flops_by_reg.png
Other sequential cells in the stronger gray, the rest of the logic in the fainter gray.
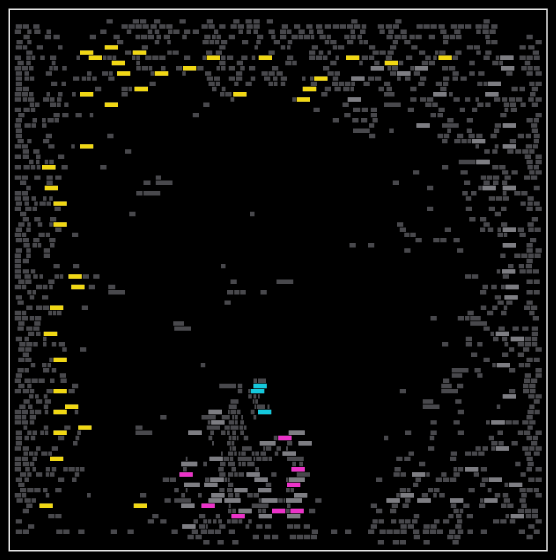
layer_met1.png
Scale bar: 100 um.
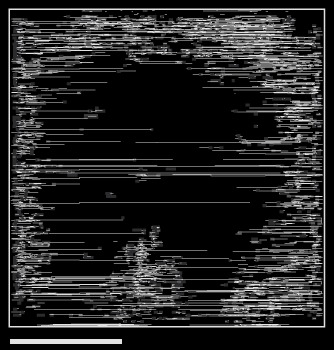
layer_met2.png
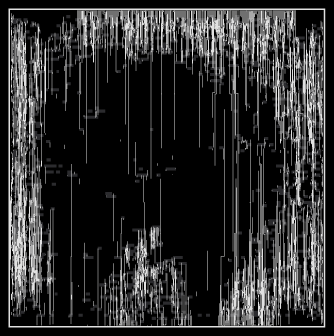
placement.png
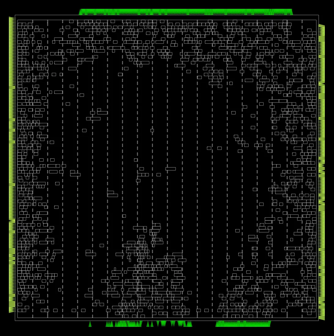
`src/rtl/mpw_mux_pkg.sv`:
```
// Shared types and helpers for the multi-project pad mux: FSM states,
// request classification and the pad tristate default.
package mpw_mux_pkg;

  typedef enum logic [1:0] {IDLE, GUARD, RUN} state_e;

  typedef enum logic [1:0] {REQ_ZERO, REQ_ONEHOT, REQ_MULTI} req_class_e;

  localparam logic OEB_DEFAULT = 1'b1;

  // Callers zero-extend their request vector; NUM_PROJ never exceeds 32.
  function automatic req_class_e classify_req(input logic [31:0] v);
    if (v == 32'd0) begin
      return REQ_ZERO;
    end else if ((v & (v - 32'd1)) == 32'd0) begin
      return REQ_ONEHOT;
    end else begin
      return REQ_MULTI;
    end
  endfunction

endpackage

```
`src/rtl/mpw_slice_select.sv`:
```
// One-hot indexed slice mux: returns the IO_W-bit slice selected by i_sel,
// or all zeros when i_sel is zero.
module mpw_slice_select
  import mpw_mux_pkg::*;
#(
  parameter int NUM_PROJ = 8,
  parameter int IO_W     = 38
) (
  input  logic [NUM_PROJ-1:0]      i_sel,
  input  logic [NUM_PROJ*IO_W-1:0] i_data,
  output logic [IO_W-1:0]          o_slice
);

  logic [IO_W-1:0] w_masked [NUM_PROJ];

  generate
    for (genvar gi = 0; gi < NUM_PROJ; gi++) begin : g_mask
      assign w_masked[gi] = i_sel[gi] ? i_data[gi*IO_W +: IO_W] : '0;
    end
  endgenerate

  always_comb begin
    o_slice = '0;
    for (int i = 0; i < NUM_PROJ; i++) begin
      o_slice = o_slice | w_masked[i];
    end
  end

endmodule

```
`src/rtl/multi_project_io_mux.sv`:
```
// Routes one of NUM_PROJ user projects to the shared GPIO pads, with a
// tristated reset guard window on every switch-over and a sticky multi-hot flag.
module multi_project_io_mux
  import mpw_mux_pkg::*;
#(
  parameter int NUM_PROJ     = 8,
  parameter int IO_W         = 38,
  parameter int GUARD_CYCLES = 4
) (
  input  logic                     wb_clk_i,
  input  logic                     wb_rst_i,
  input  logic [NUM_PROJ-1:0]      la_active_i,
  input  logic                     err_clr_i,
  input  logic [NUM_PROJ*IO_W-1:0] proj_io_out_i,
  input  logic [NUM_PROJ*IO_W-1:0] proj_io_oeb_i,
  output logic [IO_W-1:0]          io_out_o,
  output logic [IO_W-1:0]          io_oeb_o,
  output logic [NUM_PROJ-1:0]      proj_rst_o,
  output logic [NUM_PROJ-1:0]      cur_sel_o,
  output logic                     busy_o,
  output logic                     err_multi_o
);

  localparam int CNT_W = $clog2(GUARD_CYCLES + 1);
  localparam logic [CNT_W-1:0] LAST_COUNT = CNT_W'(GUARD_CYCLES - 1);

  state_e              r_state;
  logic [NUM_PROJ-1:0] r_req;
  logic [NUM_PROJ-1:0] r_target;
  logic [CNT_W-1:0]    r_count;
  logic [IO_W-1:0]     r_io_out;
  logic [IO_W-1:0]     r_io_oeb;
  logic [NUM_PROJ-1:0] r_proj_rst;
  logic [NUM_PROJ-1:0] r_cur_sel;
  logic                r_busy;
  logic                r_err;

  state_e              w_state_next;
  logic [NUM_PROJ-1:0] w_target_next;
  logic [CNT_W-1:0]    w_count_next;
  logic                w_err_set;
  req_class_e          w_class;
  logic                w_drive;
  logic [IO_W-1:0]     w_slice_out;
  logic [IO_W-1:0]     w_slice_oeb;

  mpw_slice_select #(.NUM_PROJ(NUM_PROJ), .IO_W(IO_W)) u_sel_out (
    .i_sel   (r_target),
    .i_data  (proj_io_out_i),
    .o_slice (w_slice_out)
  );

  mpw_slice_select #(.NUM_PROJ(NUM_PROJ), .IO_W(IO_W)) u_sel_oeb (
    .i_sel   (r_target),
    .i_data  (proj_io_oeb_i),
    .o_slice (w_slice_oeb)
  );

  always_comb begin
    w_state_next  = r_state;
    w_target_next = r_target;
    w_count_next  = r_count;
    w_err_set     = 1'b0;
    w_class       = classify_req(32'(r_req));
    case (r_state)
      IDLE: begin
        if (w_class == REQ_ONEHOT) begin
          w_state_next  = GUARD;
          w_target_next = r_req;
          w_count_next  = '0;
        end else if (w_class == REQ_MULTI) begin
          w_err_set = 1'b1;
        end
      end
      GUARD: begin
        if (w_class == REQ_MULTI) begin
          w_state_next = IDLE;
          w_err_set    = 1'b1;
        end else if (w_class == REQ_ZERO) begin
          w_state_next = IDLE;
        end else if (r_req != r_target) begin
          w_target_next = r_req;
          w_count_next  = '0;
        end else begin
          w_count_next = r_count + 1'b1;
          if (r_count == LAST_COUNT) begin
            w_state_next = RUN;
          end
        end
      end
      RUN: begin
        if (w_class == REQ_MULTI) begin
          w_state_next = IDLE;
          w_err_set    = 1'b1;
        end else if (w_class == REQ_ZERO) begin
          w_state_next = IDLE;
        end else if (r_req != r_target) begin
          w_state_next  = GUARD;
          w_target_next = r_req;
          w_count_next  = '0;
        end
      end
      default: w_state_next = IDLE;
    endcase
  end

  // Pads are only driven while RUN persists, so they tristate on the same edge cur_sel clears.
  assign w_drive = (r_state == RUN) && (w_state_next == RUN);

  always_ff @(posedge wb_clk_i) begin
    if (wb_rst_i) begin
      r_state    <= IDLE;
      r_req      <= '0;
      r_target   <= '0;
      r_count    <= '0;
      r_io_out   <= '0;
      r_io_oeb   <= {IO_W{OEB_DEFAULT}};
      r_proj_rst <= '1;
      r_cur_sel  <= '0;
      r_busy     <= 1'b0;
      r_err      <= 1'b0;
    end else begin
      r_req      <= la_active_i;
      r_state    <= w_state_next;
      r_target   <= w_target_next;
      r_count    <= w_count_next;
      r_io_out   <= w_drive ? w_slice_out : '0;
      r_io_oeb   <= w_drive ? w_slice_oeb : {IO_W{OEB_DEFAULT}};
      r_proj_rst <= (w_state_next == RUN) ? ~w_target_next : '1;
      r_cur_sel  <= (w_state_next == RUN) ? w_target_next : '0;
      r_busy     <= (w_state_next == GUARD);
      if (w_err_set) begin
        r_err <= 1'b1;
      end else if (err_clr_i) begin
        r_err <= 1'b0;
      end
    end
  end

  assign io_out_o    = r_io_out;
  assign io_oeb_o    = r_io_oeb;
  assign proj_rst_o  = r_proj_rst;
  assign cur_sel_o   = r_cur_sel;
  assign busy_o      = r_busy;
  assign err_multi_o = r_err;

`ifdef FORMAL
  always_ff @(posedge wb_clk_i) begin
    assert ($onehot0(r_cur_sel));
    assert ((r_cur_sel != '0) || (r_io_oeb == {IO_W{1'b1}}));
    assert ($onehot0(~r_proj_rst));
  end
`endif

endmodule
```
`config.mk`:
```
export PLATFORM = sky130hd
export DESIGN_NAME = multi_project_io_mux
export DESIGN_NICKNAME = d
export VERILOG_FILES = /design/src/rtl/mpw_mux_pkg.sv /design/src/rtl/mpw_slice_select.sv /design/src/rtl/multi_project_io_mux.sv
export SDC_FILE = /design/constraint.sdc
export NUM_CORES = 1
export LEC_CHECK = 0
export CAP_MARGIN = 0
export CORE_AREA = 2 2 278 280
export DETAILED_ROUTE_END_ITERATION = 10
export DIE_AREA = 0 0 280 282
export GPL_ROUTABILITY_DRIVEN = 1
export PLACE_DENSITY = 0.4
export SYNTH_ARGS = -nofsm -noshare
export SYNTH_HDL_FRONTEND = slang
export SYNTH_SLANG_ARGS = --single-unit
```
`constraint.sdc`:
```
create_clock -name wb_clk_i -period 3.4 [get_ports wb_clk_i]
set_input_delay 0.34 -clock wb_clk_i [delete_from_list [all_inputs] [get_ports wb_clk_i]]
set_output_delay 0.34 -clock wb_clk_i [all_outputs]
set_load 0.05 [all_outputs]
```
==> impl_metrics.env <==
# flow metrics
export IMPL_path_cells="or4_4 > or3_4 > a31oi_4 > or2_1 > o21ai_1 > nor4_4 > buf_12 > nand4_1"
export IMPL_diodes=9
export IMPL_biggestCellCategory="buffers"
export IMPL_std_cell_rows=101
export IMPL_status="complete, no violations"
export IMPL_power_leakage_nw=5.21
export IMPL_ys_flop_type="dfxtp_1"
export IMPL_drtIter0Drc=630
export IMPL_worst_setup_path_start_kind="flip-flop"
export IMPL_flops=115
export IMPL_port_buffers=712
export IMPL_cts_setup_buffers=0
export IMPL_die_w_um=280
export IMPL_dp_cells=2360
export IMPL_fin_crit_ns=2.99
export IMPL_grt_start_max_net_pins=93
export IMPL_setup_viol=0
export IMPL_placed_area_um2=14900
export IMPL_hp_start="la_active_i[4]"
export IMPL_first_global_vias=10400
export IMPL_ctsResizeCount=0
export IMPL_hold_path_class="input port to flip-flop"
export IMPL_final_cell_mix="712 x clkdlybuf4s50_1, 152 x a22oi_1, 107 x dfxtp_1"
export IMPL_synthTopLogicFamily="AND-OR/OR-AND gates"
export IMPL_p_sw_mw=1.69
export IMPL_cp_required_ns=3.70
export IMPL_numSynthFlops=115
export IMPL_drive_above_1_share=0.0474
export IMPL_io_pins=713
export IMPL_synth_seq_share=0.344
export IMPL_fin_area_um2=15500
export IMPL_synthSimpleGateAreaFrac=0.162
export IMPL_critPathTopFamily="simple AND/OR/NAND/NOR gates"
export IMPL_crit_buf_inv=1
export IMPL_logic_gate_count=530
export IMPL_yosysTopAreaCell="dfxtp_1"
export IMPL_final_max_slew_viol_count=0
export IMPL_sh_seq_area=0.150
export IMPL_grt_usage=0.158
export IMPL_p_int_mw=3.27
export IMPL_cts_hold_buf=0
export IMPL_power_leader="the clock network"
export IMPL_ant_nets=0
export IMPL_cp_arrival_ns=3.29
export IMPL_clockBufferDepth=2
export IMPL_comb_share=0.257
export IMPL_register_area_um2=2330
export IMPL_cts_max_level=4
export IMPL_yosys_cell_count_top_type="a22oi_1"
export IMPL_hold_end="r_req[4]"
export IMPL_holdPathStages=2
export IMPL_place_ws_ns=0.484
export IMPL_edf_count=0
export IMPL_lay_top_count="clkdlybuf4s50_1"
export IMPL_grt_pass1_wl_mm=85.5
export IMPL_fp_utilization=0.0885
export IMPL_syn_area_um2=6700
export IMPL_instances_no_fill=2401
export IMPL_detail_route_first_pass_iterations=5
export IMPL_antenna_found_initial=31
-- flops_by_reg.png (at the start) --
magenta -> cur_sel_o  # flops 8, where south
cyan -> r_count  # flops 3
yellow -> io_out_o  # flops 38

-- layer_met1.png (at the start) --
main direction = horizontal
share of all routed wire = 40%
wire length on this layer = 26.5 mm
longest straight run = 237 um

-- layer_met2.png (at the start) --
main direction = vertical
longest straight run = 155 um
wire length on this layer = 32.0 mm

-- placement.png (at the start) --
number of tapcells: 978
Layout fillers: 8333

[worst max path at each step]
stage                     cells after the start            to
after global placement                        8  io_oeb_o[28]
after global routing                          8  io_oeb_o[32]
after CTS                                     8  io_oeb_o[32]
final                                         8  io_oeb_o[32]
after detailed placement                      8  io_oeb_o[32]
after floorplan                               9  io_oeb_o[10]
[metal layers]
layer	vias up	part of all wire	global-route usage	wire [um]
li1	4450	-	-	-
met1	4771	0.40	0.186	26500
met2	619	0.49	0.273	32000
met3	81	0.088	0.0520	5720
met4	18	0.016	0.0415	1070
met5	-	0.0019	0	122
[flip-flops by register name (all words and copies together) (netlist names)]
name,cells
cur_sel_o,8
io_out_o,38
r_count,3
r_req,8
io_oeb_o,38
busy_o,1
r_state,2
proj_rst_o,8
r_target,8
err_multi_o,1
